**config.mk**
```make
export PLATFORM = sky130hd
export DESIGN_NAME = sseg_scan_decoder
export DESIGN_NICKNAME = d
export VERILOG_FILES = /design/src/rtl/sseg_scan_decoder.sv
export SDC_FILE = /design/constraint.sdc
export NUM_CORES = 1
export LEC_CHECK = 0
export CORE_MARGIN = 4
export CORE_UTILIZATION = 25
export CTS_CLUSTER_DIAMETER = 30
export DETAILED_ROUTE_END_ITERATION = 8
export GPL_ROUTABILITY_DRIVEN = 0
export GPL_TIMING_DRIVEN = 0
export PLACE_DENSITY = 0.48
export SLEW_MARGIN = 30
export SYNTH_ARGS = -nofsm -noshare
export SYNTH_HDL_FRONTEND = slang
export SYNTH_SLANG_ARGS = --single-unit
```
**constraint.sdc**
```tcl
create_clock -name clk -period 6.9 [get_ports clk]
set_input_delay 1.035 -clock clk [delete_from_list [all_inputs] [get_ports clk]]
set_output_delay 1.035 -clock clk [all_outputs]
set_load 0.02 [all_outputs]
```
**src/rtl/sseg_scan_decoder.sv**
```systemverilog
// Recovers the digits shown on a multiplexed 8-digit 7-segment scan: one capture per dwell, atomic frame commit.
// Optional frame-stability flag enabled by defining SSEG_STABLE_CHECK_EN.
module sseg_scan_decoder #(
  parameter int unsigned SETTLE        = 4,
  parameter int unsigned STABLE_FRAMES = 3
) (
  input  logic        clk,
  input  logic        rst,
  input  logic [7:0]  sseg_an,
  input  logic [7:0]  sseg_ca,
  output logic [63:0] dig_raw,
  output logic [31:0] dig_hex,
  output logic [7:0]  dig_valid,
  output logic [7:0]  dig_blank,
  output logic        frame_stb,
  output logic        an_err,
  output logic [7:0]  err_cnt,
  output logic        stable
);

  localparam int unsigned NDIG = 8;
  // one counter width serves both the settle count and the frame-match count
  localparam int unsigned CMAX = (SETTLE > STABLE_FRAMES) ? SETTLE : STABLE_FRAMES;
  localparam int unsigned CW   = $clog2(CMAX + 1);
  localparam int unsigned RW   = CW + 1;

  localparam logic [1:0] S_IDLE   = 2'd0;
  localparam logic [1:0] S_SETTLE = 2'd1;
  localparam logic [1:0] S_HELD   = 2'd2;

  localparam logic [6:0] GLYPH [16] = '{7'h40, 7'h79, 7'h24, 7'h30, 7'h19, 7'h12, 7'h02, 7'h78,
                                        7'h00, 7'h10, 7'h08, 7'h03, 7'h46, 7'h21, 7'h06, 7'h0E};

  logic [7:0]    an_q, ca_q, an_p, ca_p;
  logic [1:0]    state, state_nxt;
  logic [CW-1:0] cnt, cnt_nxt;
  logic [RW-1:0] run;
  logic          capture;
  logic [2:0]    idx;
  logic [7:0]    cap_bit;
  logic          an_legal, an_illegal, same;
  logic [7:0]    mask;
  logic [7:0]    shadow [NDIG];
  logic [63:0]   shadow_flat;
  logic [31:0]   hex_c;
  logic [7:0]    valid_c, blank_c;
  logic          in_ill, err_pend, commit, ill_first, err_evt;

  // anode classification of the registered sample
  always_comb begin
    idx = '0;
    for (int i = 0; i < 8; i++) begin
      if (!an_q[i]) idx = 3'(7 - i);
    end
    an_legal   = ($countones(~an_q) == 1);
    an_illegal = !an_legal && (an_q != 8'hFF);
    same       = (an_q == an_p) && (ca_q == ca_p);
    cap_bit    = 8'h01 << idx;
  end

  assign commit    = (mask == 8'hFF);
  assign ill_first = an_illegal && !in_ill;
  // an error coinciding with a full mask waits one cycle so the commit lands first
  assign err_evt   = (ill_first && !commit) || err_pend;

  always_ff @(posedge clk or posedge rst) begin
    if (rst) begin
      state <= S_IDLE;
      cnt   <= '0;
    end else begin
      state <= state_nxt;
      cnt   <= cnt_nxt;
    end
  end

  // dwell tracking: run counts identical legal samples, capture once when it reaches SETTLE
  always_comb begin
    state_nxt = state;
    cnt_nxt   = cnt;
    capture   = 1'b0;
    run       = '0;
    if (!an_legal) begin
      state_nxt = S_IDLE;
      cnt_nxt   = '0;
    end else if (!(state == S_HELD && same)) begin
      run = (state == S_SETTLE && same) ? RW'(cnt) + RW'(1) : RW'(1);
      if (run >= RW'(SETTLE)) begin
        capture   = 1'b1;
        state_nxt = S_HELD;
      end else begin
        state_nxt = S_SETTLE;
      end
      cnt_nxt = CW'(run);
    end
  end

  // glyph decode of the shadow slots, applied at commit
  always_comb begin
    shadow_flat = '0;
    hex_c       = '0;
    valid_c     = '0;
    blank_c     = '0;
    for (int n = 0; n < NDIG; n++) begin
      shadow_flat[8*n +: 8] = shadow[n];
      if (shadow[n] == 8'hFF) begin
        blank_c[n] = 1'b1;
      end else begin
        for (int h = 0; h < 16; h++) begin
          if (shadow[n][6:0] == GLYPH[h]) begin
            valid_c[n]       = 1'b1;
            hex_c[4*n +: 4]  = 4'(h);
          end
        end
      end
    end
  end

  always_ff @(posedge clk or posedge rst) begin
    if (rst) begin
      an_q      <= 8'hFF;
      ca_q      <= 8'hFF;
      an_p      <= 8'hFF;
      ca_p      <= 8'hFF;
      in_ill    <= 1'b0;
      err_pend  <= 1'b0;
      mask      <= '0;
      for (int n = 0; n < NDIG; n++) shadow[n] <= 8'hFF;
      dig_raw   <= '1;
      dig_hex   <= '0;
      dig_valid <= '0;
      dig_blank <= 8'hFF;
      frame_stb <= 1'b0;
      an_err    <= 1'b0;
      err_cnt   <= '0;
    end else begin
      an_q      <= sseg_an;
      ca_q      <= sseg_ca;
      an_p      <= an_q;
      ca_p      <= ca_q;
      in_ill    <= an_illegal;
      err_pend  <= ill_first && commit;
      frame_stb <= commit;
      an_err    <= err_evt;
      if (err_evt && err_cnt != 8'hFF) err_cnt <= err_cnt + 8'd1;
      if (capture) shadow[idx] <= ca_q;
      if (commit || err_evt) mask <= capture ? cap_bit : 8'h00;
      else if (capture)      mask <= mask | cap_bit;
      if (commit) begin
        dig_raw   <= shadow_flat;
        dig_hex   <= hex_c;
        dig_valid <= valid_c;
        dig_blank <= blank_c;
      end
    end
  end

`ifdef SSEG_STABLE_CHECK_EN
  logic [CW-1:0] frm_cnt;
  logic [RW-1:0] frm_run;

  // consecutive identical committed frames, saturating
  always_comb begin
    frm_run = RW'(1);
    if (frm_cnt != '0 && shadow_flat == dig_raw)
      frm_run = (frm_cnt == '1) ? RW'(frm_cnt) : RW'(frm_cnt) + RW'(1);
  end

  always_ff @(posedge clk or posedge rst) begin
    if (rst) begin
      frm_cnt <= '0;
      stable  <= 1'b0;
    end else if (err_evt) begin
      frm_cnt <= '0;
      stable  <= 1'b0;
    end else if (commit) begin
      frm_cnt <= CW'(frm_run);
      stable  <= (frm_run >= RW'(STABLE_FRAMES));
    end
  end
`else
  assign stable = 1'b0;
`endif

endmodule

```
==> flow_summary.ini <==
; yosys + openroad results
[power]
largestPowerGroup = the clock network
p_seq_w = 0.00145
p_switching_w = 0.00107

[floorplanning]
die_area_sq_mm = 0.0509
ios = 141
die_height_um = 226
nWellTaps = 607

[clock_tree]
postCtsResizedCells = 0
clk_pin_slew_ns = 0.04

[cells_and_area]
regArea_sq_mm = 0.00604
fin_nets = 1432
syn2layout_area_growth_pct = 39.7
inverters = 23
buf_share_pct = 12.0
layout-drive-gt1-share_pct = 27.1

[logic_synthesis]
synth_area_sq_mm = 0.0118
edf_count = 0
synthTopCellsByArea = dfstp_2, dfrtp_1, nand2_1, mux2_2, clkbuf_1
ys_cells = 1186
top_cell = nand2_1
topCombFamilyByArea = simple AND/OR/NAND/NOR gates
xor_area_share_pct = 2.29
top_area_share_pct = 37.3
ys_sh_simple_pct = 22.1

[worst_hold_path]
hp-start = ca_q[4]$_DFF_PP1_

[final_timing]
tns_ns = 0
setup_viol = 0

[global_routing]
met3_usage_pct = 3.98
antenna_found_initial = 1

[outcome]
outcome = finished clean

[routing]
wl_met2_um = 16500

[critical_path]
critPathKind = flop to flop
required_ns = 7.38
worst-path-stages = 14
## registers in the layout, indices dropped and copies added, names as in the netlist
| signal | count |
|---|---|
| dig_blank | 8 |
| dig_hex | 32 |
| dig_valid | 8 |
| state | 2 |
| ca_p | 8 |
| frame_stb | 1 |
| err_pend | 1 |
| cnt | 3 |
| mask | 8 |
| an_p | 8 |
| shadow | 64 |
| ca_q | 8 |
| in_ill | 1 |
| an_q | 8 |
| an_err | 1 |
| dig_raw | 64 |
| err_cnt | 8 |
## stage by stage
| step | total power (W) | cell area, sq um |
|---|---|---|
| floorplan | 0.00160 | 11800 |
| global placement | 0.00169 | 14000 |
| detailed placement | 0.00171 | 14200 |
| CTS | 0.00492 | 16500 |
| global route | 0.00503 | 16500 |
| finish | 0.00484 | 16500 |
Figure 1. Clock nets.
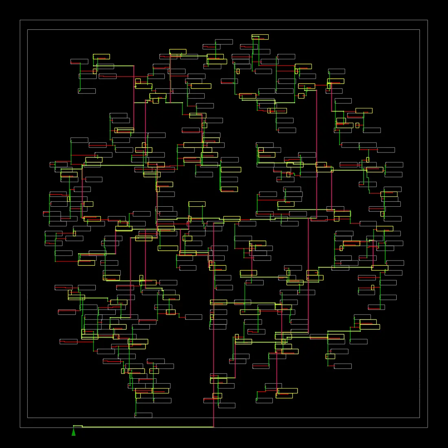
TritonCTS Buffers: 67
clk sinks: 233
clk_skew: 0.0258 ns
Clk. pwr: 0.00315 W

Figure 2. Register map, names as in the netlist.
Scale bar: 50 um. Other sequential cells in the stronger gray, the rest of the logic in the fainter gray.
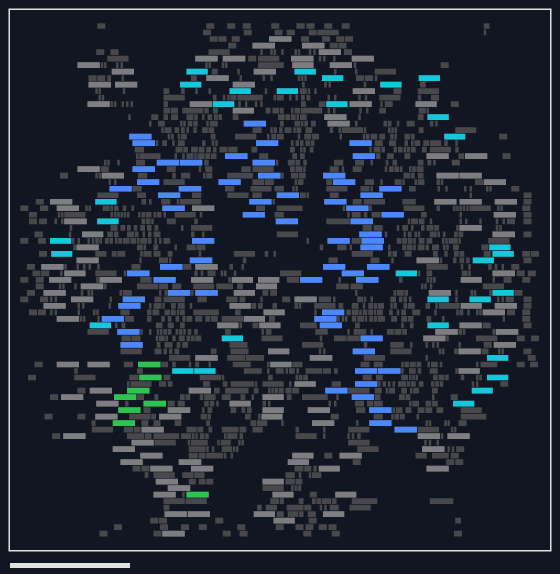
[shadow] blue | flops: 64
[ca_p] green | flops: 8 | where: south-west
[dig_hex] cyan | flops: 32
not colored: 129
Final Util: 35.5%
Seq/total area: 36.5%

Figure 3. Metal layers overlaid.
Two of the layers only.
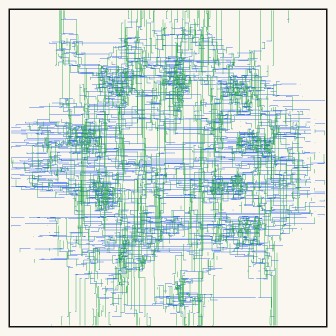
[M2] green | wire length: 16500 um
[M1] blue | wire length: 17000 um
Via Count: 9891
routed wire length per instance: 18.0 um

Power is estimated from default activity; no workload was simulated.
